<file path="src/rtl/dnn_pkg.sv">
// Shared definitions for the drain/requantise/pack stage: FSM encoding and default widths.
package dnn_pkg;

    typedef enum logic [1:0] {
        IDLE = 2'd0,
        ADDR = 2'd1,
        CAPT = 2'd2,
        PUSH = 2'd3
    } state_t;

    localparam int B_DEF  = 24;
    localparam int N_DEF  = 40;
    localparam int OB_DEF = 8;

endpackage

</file>
<file path="src/rtl/drain_relu_pack_requant_sat.sv">
// Combinational requantiser: arithmetic right shift, optional ReLU, saturate to OB bits.
// Rounding mode is chosen by DRAIN_ROUND_EN (defined: round half up, undefined: floor).
module requant_sat #(
    parameter int B     = 24,
    parameter int OB    = 8,
    parameter int SHIFT = 4
) (
    input  logic signed [B-1:0]  x,
    input  logic                 relu,
    output logic signed [OB-1:0] y
);

`ifdef DRAIN_ROUND_EN
    localparam logic signed [B:0] RND = (B+1)'(1 << (SHIFT-1));
`else
    localparam logic signed [B:0] RND = '0;
`endif
    localparam logic signed [B:0] HI = (B+1)'((1 << (OB-1)) - 1);
    localparam logic signed [B:0] LO = -HI - (B+1)'(1);

    logic signed [B:0] sx;
    logic signed [B:0] sum;
    logic signed [B:0] v;
    logic signed [B:0] vr;

    // One guard bit so adding RND to the most positive input cannot wrap.
    always_comb begin
        sx  = {x[B-1], x};
        sum = sx + RND;
        v   = sum >>> SHIFT;
        vr  = (relu && (v < 0)) ? '0 : v;
        if (vr > HI) begin
            y = HI[OB-1:0];
        end else if (vr < LO) begin
            y = LO[OB-1:0];
        end else begin
            y = vr[OB-1:0];
        end
    end

endmodule

</file>
<file path="src/rtl/drain_relu_pack.sv">
// Drains N shiftregout results pairwise, requantises each lane and pushes packed words
// to the output buffer over valid/ready. Rounding is selected by the DRAIN_ROUND_EN macro.
module drain_relu_pack
    import dnn_pkg::*;
#(
    parameter int B     = B_DEF,
    parameter int N     = N_DEF,
    parameter int AW    = 6,
    parameter int OB    = OB_DEF,
    parameter int SHIFT = 4
) (
    input  logic                clk,
    input  logic                rst,
    input  logic                start,
    input  logic                relu_en,
    output logic [AW-1:0]       addr1,
    output logic [AW-1:0]       addr2,
    input  logic signed [B-1:0] out1,
    input  logic signed [B-1:0] out2,
    output logic [2*OB-1:0]     ob_data,
    output logic [AW-2:0]       ob_addr,
    output logic                ob_valid,
    input  logic                ob_ready,
    output logic                busy,
    output logic                done,
    output state_t              state_dbg
);

    // Handshake: a word transfers on every rising edge where ob_valid && ob_ready;
    // ob_data/ob_addr never change while ob_valid is high and ob_ready is low.

    localparam logic [AW-2:0] K_LAST = (AW-1)'(N/2 - 1);

    state_t              state;
    state_t              state_n;
    logic [AW-2:0]       k;
    logic [AW-2:0]       k_inc;
    logic                relu_q;
    logic                last;
    logic signed [OB-1:0] y0;
    logic signed [OB-1:0] y1;

    assign k_inc     = k + 1'b1;
    assign last      = (k == K_LAST);
    assign ob_valid  = (state == PUSH);
    assign busy      = (state != IDLE);
    assign state_dbg = state;

    requant_sat #(.B(B), .OB(OB), .SHIFT(SHIFT)) u_rq0 (
        .x    (out1),
        .relu (relu_q),
        .y    (y0)
    );

    requant_sat #(.B(B), .OB(OB), .SHIFT(SHIFT)) u_rq1 (
        .x    (out2),
        .relu (relu_q),
        .y    (y1)
    );

    always_ff @(posedge clk or posedge rst) begin
        if (rst) begin
            state <= IDLE;
        end else begin
            state <= state_n;
        end
    end

    always_comb begin
        state_n = state;
        case (state)
            IDLE:    if (start) state_n = ADDR;
            ADDR:    state_n = CAPT;
            CAPT:    state_n = PUSH;
            PUSH:    if (ob_ready) state_n = last ? IDLE : ADDR;
            default: state_n = IDLE;
        endcase
    end

    // Addresses are loaded on entry to ADDR so shiftregout data lands during CAPT.
    always_ff @(posedge clk or posedge rst) begin
        if (rst) begin
            k       <= '0;
            relu_q  <= 1'b0;
            addr1   <= '0;
            addr2   <= '0;
            ob_data <= '0;
            ob_addr <= '0;
            done    <= 1'b0;
        end else begin
            done <= 1'b0;
            case (state)
                IDLE: begin
                    if (start) begin
                        k      <= '0;
                        relu_q <= relu_en;
                        addr1  <= {{(AW-1){1'b0}}, 1'b0};
                        addr2  <= {{(AW-1){1'b0}}, 1'b1};
                    end
                end
                CAPT: begin
                    ob_data <= {y1, y0};
                    ob_addr <= k;
                end
                PUSH: begin
                    if (ob_ready) begin
                        if (last) begin
                            done <= 1'b1;
                        end else begin
                            k     <= k_inc;
                            addr1 <= {k_inc, 1'b0};
                            addr2 <= {k_inc, 1'b1};
                        end
                    end
                end
                default: ;
            endcase
        end
    end

endmodule

</file>
<file path="config.mk">
export PLATFORM = sky130hd
export DESIGN_NAME = drain_relu_pack
export DESIGN_NICKNAME = d
export VERILOG_FILES = /design/src/rtl/dnn_pkg.sv /design/src/rtl/drain_relu_pack_requant_sat.sv /design/src/rtl/drain_relu_pack.sv
export SDC_FILE = /design/constraint.sdc
export NUM_CORES = 1
export LEC_CHECK = 0
export ABC_AREA = 0
export CAP_MARGIN = 0
export CORE_ASPECT_RATIO = 1.5
export CORE_UTILIZATION = 41
export DETAILED_ROUTE_END_ITERATION = 8
export HOLD_SLACK_MARGIN = 0.02
export PLACE_DENSITY = 0.81
export SYNTH_ARGS = -nofsm -noshare
export SYNTH_HDL_FRONTEND = slang
export SYNTH_SLANG_ARGS = --single-unit
</file>
<file path="constraint.sdc">
create_clock -name clk -period 4.7 [get_ports clk]
set_input_delay 0.94 -clock clk [delete_from_list [all_inputs] [get_ports clk]]
set_output_delay 0.94 -clock clk [all_outputs]
set_load 0.03 [all_outputs]
</file>
==> results.sh, run 1 <==
# yosys + openroad results
export IMPL_outcome="finished clean"
export IMPL_clock_root_buffer="clkbuf_8"
export IMPL_path_max_fanout=5
export IMPL_drt_wirelength_per_cell_microns=13.5
export IMPL_p_int_w=0.000795
export IMPL_grt_pass1_wl_mm=5.85
export IMPL_common_cells="dfrtp_1 (31), nor2_1 (30), a21oi_1 (14)"
export IMPL_start_kind="register"
export IMPL_hold_path_end="addr2[0]$_DFFE_PP0P_"
export IMPL_most_common_cell="dfrtp_1"
export IMPL_cp_top_family="buffers and inverters"
export IMPL_cp_arrival_ns=1.77
export IMPL_hold_viol=0
export IMPL_slowest_stage="clkdlybuf4s50_1"
export IMPL_clock_power_share=0.151
export IMPL_power_leakage_nw=1.08
export IMPL_syn_inst=155
export IMPL_core_sq_um=3680
export IMPL_finalSetupTns_ns=0
export IMPL_rows=27
export IMPL_dieArea_sq_um=4150
export IMPL_synth_cell_types=27
export IMPL_ios=91
export IMPL_clkTransAtPathRegs_ns=0.06
export IMPL_use_met1=0.181
export IMPL_fin_area_sq_um=2500
export IMPL_drc=0
export IMPL_postSynthAreaPerCell_sq_um=10.3
export IMPL_cts_sink_count=31
export IMPL_p_sw_frac=0.423
export IMPL_synth_stat_cells=155
export IMPL_max_stage_delay_ns=0.66
export IMPL_r2r_setup_slack_ns=2.94
export IMPL_end_kind="output pin"
export IMPL_r2r_start="state_dbg[0]$_DFFE_PP0P_"
export IMPL_ir_drop_uv=468
export IMPL_power_net_switching_w=0.000582
export IMPL_fin_crit_sh=0.576
export IMPL_dpl_hpwl_mm=2.90
export IMPL_grt_setup_unrepaired="no"
export IMPL_grt_max_degree=32
export IMPL_area_growth_pct=57.1
export IMPL_synth_edff_count=0
export IMPL_drv_max_cap_violation_count=0
run 1: state kept, by name, summed over array words and instances (netlist names):
register	cells
addr2	6
ob_addr	5
relu_q	1
done	1
ob_data	16
state_dbg	2
run 1: power groups by stage:
stage	sequential (W)	clock [W]	combinational, W
global placement	0.000428	0	0.000738
detailed placement	0.000431	0	0.000749
finish	0.000426	0.000207	0.000743
floorplan	0.000590	0	0.000297
CTS	0.000427	0.000216	0.000753
global route	0.000440	0.000224	0.000801
run 1: cells by family (layout without fill, tap and decap cells):
logic type / count (synthesis) / after routing / synth area share
multiplexers: 8 / 8 / 0.0557
buffers and inverters: 19 / 100 / 0.0597
adder cells (fa/ha/maj): 5 / 5 / 0.0392
AND-OR/OR-AND: 32 / 32 / 0.157
other: 1 / 1 / 0.00235
AND/OR/NAND/NOR: 59 / 59 / 0.199
flip-flops: 31 / 31 / 0.487
run 1: cell usage in the layout, fill, tap and decap left out, types with 2 or more instances in the layout:
master           instances
inv_1                   10
nand4b_4                 2
nand4_1                  4
o211ai_1                 3
o31ai_1                  5
o41ai_4                  2
o21ai_0                  4
mux2_2                   7
nor4_1                   6
nor2_1                  30
clkbuf_8                 6
dfrtp_1                 31
nand3_1                  4
clkdlybuf4s50_1         81
ha_1                     5
a41oi_2                  2
o22ai_1                  2
nand2_1                  6
and2_1                   2
a21oi_1                 14
nand3b_1                 2
buf_4                    2
run 1: routing by layer:
metal  vias up  share of wire
li1        705              -
met1       652           0.38
met3        11          0.077
met5         -              0
met2        62           0.52
met4         0          0.029
run 1: cell type report:
cell class	count	area [sq um]
Clock inverter	1	5.00
Multi-Input combinational cell	105	723
Sequential cell	31	776
Inverter	10	37.5
Clock buffer	6	82.6
Fill cell	296	1180
Tap cell	43	53.8
Timing Repair Buffer	83	826
run 1: worst max-delay path by stage:
| stage | startpoint | to | cells past startpoint |
|---|---|---|---|
| final | state_dbg[0]$_DFFE_PP0P_ | busy | 4 |
| after global routing | state_dbg[0]$_DFFE_PP0P_ | busy | 4 |
| after CTS | state_dbg[0]$_DFFE_PP0P_ | busy | 4 |
| after detailed placement | out1[22] | ob_data[6]$_DFFE_PP0N_ | 5 |
| after global placement | out1[22] | ob_data[4]$_DFFE_PP0N_ | 5 |
| after floorplan | state_dbg[0]$_DFFE_PP0P_ | busy | 3 |
run 1: metrics by stage:
stage / hold WS, ns / total power [W] / setup WS, ns / util
6_report: 0.491 / 0.00138 / 1.99 / 0.680
5_1_grt: 0.524 / 0.00147 / 1.91 / 0.680
4_1_cts: 0.498 / 0.00140 / 1.98 / 0.680
3_5_place_dp: 0.476 / 0.00118 / 2.16 / 0.656
3_3_place_gp: 0.456 / 0.00117 / 2.17 / 0.656
2_1_floorplan: 0.538 / 0.000887 / 2.64 / -
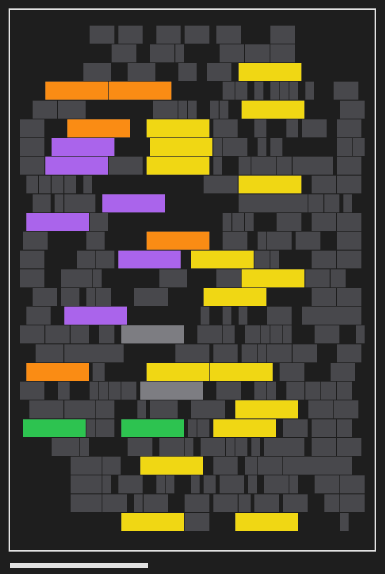
Figure 1: run 1, where the registers sit.
Bar = 20 microns. Other sequential cells in the stronger gray, the rest of the logic in the fainter gray.
legend:
  green:
    netlist_name: `state_dbg`
    flops: 2
  yellow:
    netlist_name: `ob_data`
    flops: 16
  orange:
    netlist_name: `ob_addr`
    flops: 5
  purple:
    netlist_name: `addr2`
    flops: 6
Core Util, Final: 0.680
Reg area: 776 sq um
sequential group power: 0.000426 W

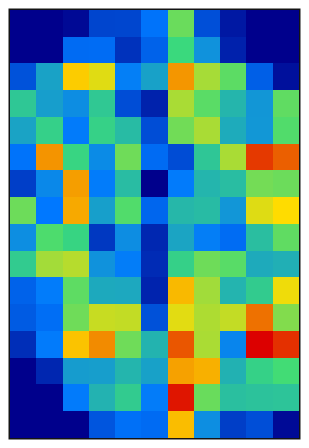
Figure 2: run 1, wire density map.
The die is cut into 11 by 16 equal tiles; dark blue is low, red is high, scaled to the fullest tile. Values are wire area over tile area, all layers added.
emptiest ninth of the die: bottom left
tiles over half the peak: 32%
fullest tile: 0.39
nearly empty tiles: 9.1%
mean over tiles: 0.15
all-layer global routing usage: 0.195
WL final: 3.77 mm

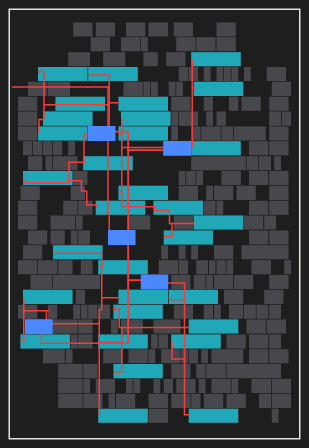
Figure 3: run 1, clock distribution.
legend:
  red:
    item: clock wires
    length: 403 microns
  blue:
    item: clock drivers
    count: 5
  cyan:
    item: flip-flops
    count: 31
routed clock nets: 6
clk_skew: 0.00286 ns
Skew-Pair Late Insertion Delay: 0.28 ns

Figure 4. Placed standard cells (run 1).
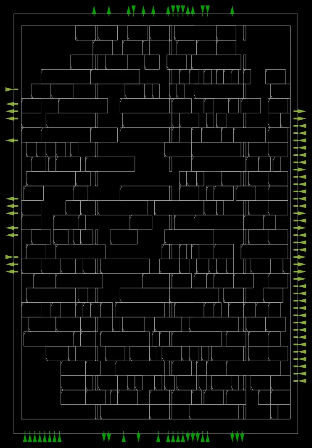

==> inputs of run 2 (changes only) <==
--- a/config.mk
+++ b/config.mk
@@ -8,10 +8,10 @@
 export ABC_AREA = 0
 export CAP_MARGIN = 0
 export CORE_ASPECT_RATIO = 1.5
-export CORE_UTILIZATION = 41
+export CORE_UTILIZATION = 34
 export DETAILED_ROUTE_END_ITERATION = 8
 export HOLD_SLACK_MARGIN = 0.02
-export PLACE_DENSITY = 0.81
+export PLACE_DENSITY = 0.72
 export SYNTH_ARGS = -nofsm -noshare
 export SYNTH_HDL_FRONTEND = slang
 export SYNTH_SLANG_ARGS = --single-unit
==> constraint.sdc (replaced) <==
create_clock -name clk -period 2.46 [get_ports clk]
set_input_delay 0.492 -clock clk [delete_from_list [all_inputs] [get_ports clk]]
set_output_delay 0.492 -clock clk [all_outputs]
set_load 0.03 [all_outputs]
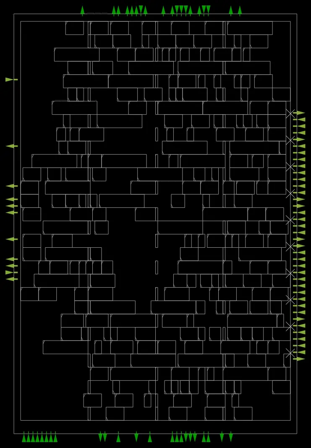
Figure 5: run 2, placed standard cells.
Core Util, Final: 0.562
Tap Cells: 48
sequential cell count: 31
flop share of the area: 0.307

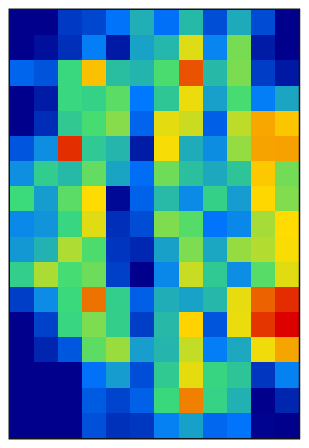
Figure 6: run 2, wire density map.
The die is cut into 12 by 17 equal tiles; dark blue is low, red is high, scaled to the fullest tile. Values are wire area over tile area, all layers added.
fullest tile: 0.34
tiles over half the peak: 30%
nearly empty tiles: 11%
mean over tiles: 0.13
emptiest ninth of the die: bottom left
Avg WL per Cell: 13.7 microns
WL final: 3.93 mm
Via Count: 1460
all-layer global routing usage: 0.166

==> run 2 against run 1 <==
The run now ends with design-rule violations left. Highest routed layer unchanged. Largest power group unchanged. Utilization down 12 points. Global-route usage down 2.9 points. Hold slack worse by 0.013 ns. Critical endpoint unchanged. Via count up 2.1%. Total power up 96%. Largest cell class unchanged.
==> results.sh, run 2 <==
# yosys + openroad results
export IMPL_outcome="finished, violations left"
export IMPL_violations="design-rule violations"
export IMPL_layout_top_cell="clkdlybuf4s50_1"
export IMPL_r2r_start="state_dbg[0]$_DFFE_PP0P_"
export IMPL_fin_area_sq_um=2530
export IMPL_cp_top_family="buffers and inverters"
export IMPL_cp_arrival_ns=1.77
export IMPL_grt_max_degree=32
export IMPL_finalSetupTns_ns=0
export IMPL_slowest_stage="clkdlybuf4s50_1"
export IMPL_cts_tree="yes"
export IMPL_syn_inst=155
export IMPL_setup_viol=0
export IMPL_place_gp_congestion=0.699
export IMPL_synth_cell_types=27
export IMPL_hold_path_end="addr2[0]$_DFFE_PP0P_"
export IMPL_synth_stat_cells=155
export IMPL_grt_pass1_wl_mm=6.36
export IMPL_reg_top3="ob_data (16), addr2 (6), ob_addr (5)"
export IMPL_clkTransAtPathRegs_ns=0.06
export IMPL_crit_type="register to output pin"
export IMPL_dpl_hpwl_mm=3.02
export IMPL_power_leakage_nw=1.09
export IMPL_clock_latency_ns=0.28
export IMPL_path_max_fanout=5
export IMPL_hold_buffers=0
export IMPL_core_sq_um=4500
export IMPL_common_cells="dfrtp_1 (31), nor2_1 (30), a21oi_1 (14)"
export IMPL_largest_reg_flops=16
export IMPL_drc=10
export IMPL_postSynthAreaPerCell_sq_um=10.3
export IMPL_end_kind="output pin"
export IMPL_r2r_setup_slack_ns=0.76
export IMPL_drv_max_cap_violation_count=0
export IMPL_clock_root_buffer="clkbuf_8"
export IMPL_fp_dieW_microns=57.9
export IMPL_fin_worst_skew_ns=0.00226
export IMPL_final_cell_mix="clkdlybuf4s50_1 (81), dfrtp_1 (31), nor2_1 (30)"
export IMPL_whs_ns=0.477
export IMPL_area_growth_pct=58.7
export IMPL_cts_sink_count=31
export IMPL_yosys_warnings=0
export IMPL_ios=91
export IMPL_rows=30
export IMPL_hold_viol=0
export IMPL_critPathMostFrequentCell="inv_1"
export IMPL_max_stage_delay_ns=0.66
export IMPL_fin_crit_sh=0.921
export IMPL_ir_drop_uv=509
run 2: cell type report:
class / count / area, sq um
Fill cell: 415 / 1970
Inverter: 10 / 37.5
Sequential cell: 31 / 776
Tap cell: 48 / 60.1
Multi-Input combinational cell: 105 / 723
Timing Repair Buffer: 84 / 833
Clock buffer: 8 / 100
run 2: power by group:
group / internal [W] / switching (W) / leakage, nW
sequential: 0.000685 / 0.000125 / 0.366
combinational: 0.000631 / 0.000819 / 0.671
clock: 0.000255 / 0.000182 / 0.0515
total: 0.00157 / 0.00113 / 1.09
run 2: cell families (layout without fill, tap and decap cells):
kind of cell               after synthesis  in the layout  share of synthesized area
buffers and inverters                   19            102                     0.0597
adders and majority gates                5              5                     0.0392
AOI/OAI and AO/OA                       32             32                      0.157
muxes                                    8              8                     0.0557
other                                    1              1                    0.00235
and+or+nand+nor                         59             59                      0.199
DFF                                     31             31                      0.487
run 2: worst max-delay path by stage:
| stage | depth (start not counted) | start | endpoint | slack (ns) |
|---|---|---|---|---|
| after floorplan | 4 | state_dbg[1]$_DFFE_PP0P_ | state_dbg[1]$_DFFE_PP0P_ | 0.51 |
| after detailed placement | 5 | out1[22] | ob_data[6]$_DFFE_PP0N_ | 0.38 |
| final | 4 | state_dbg[0]$_DFFE_PP0P_ | busy | 0.19 |
| after CTS | 4 | state_dbg[0]$_DFFE_PP0P_ | busy | 0.17 |
| after global routing | 4 | state_dbg[0]$_DFFE_PP0P_ | busy | 0.08 |
| after global placement | 5 | out1[22] | ob_data[3]$_DFFE_PP0N_ | 0.41 |
run 2: worst register-to-register path, cell delays in order, from the launching register on:
cell and delay [ns]:
dfrtp_1 0.42, inv_1 0.10, ha_1 0.33, and2_1 0.20
a41oi_2 0.36, o22ai_1 0.15
run 2: stage by stage:
stage               setup WS (ns)  std cells   util  total power [W]
floorplan                   0.509        155      -          0.00169
global placement            0.407        278  0.539          0.00226
detailed placement          0.379        278  0.539          0.00229
CTS                         0.167        286  0.562          0.00274
global route               0.0804        286  0.562          0.00288
finish                      0.194        286  0.562          0.00270
run 2: metal layers:
metal / track usage / share of wire / vias up
met3: 0.0588 / 0.081 / 5
li1: - / - / 709
met4: 0.0519 / 0.012 / 0
met1: 0.170 / 0.38 / 692
met2: 0.306 / 0.52 / 54
met5: 0 / 0 / -
Power and IR drop assume default switching activity.
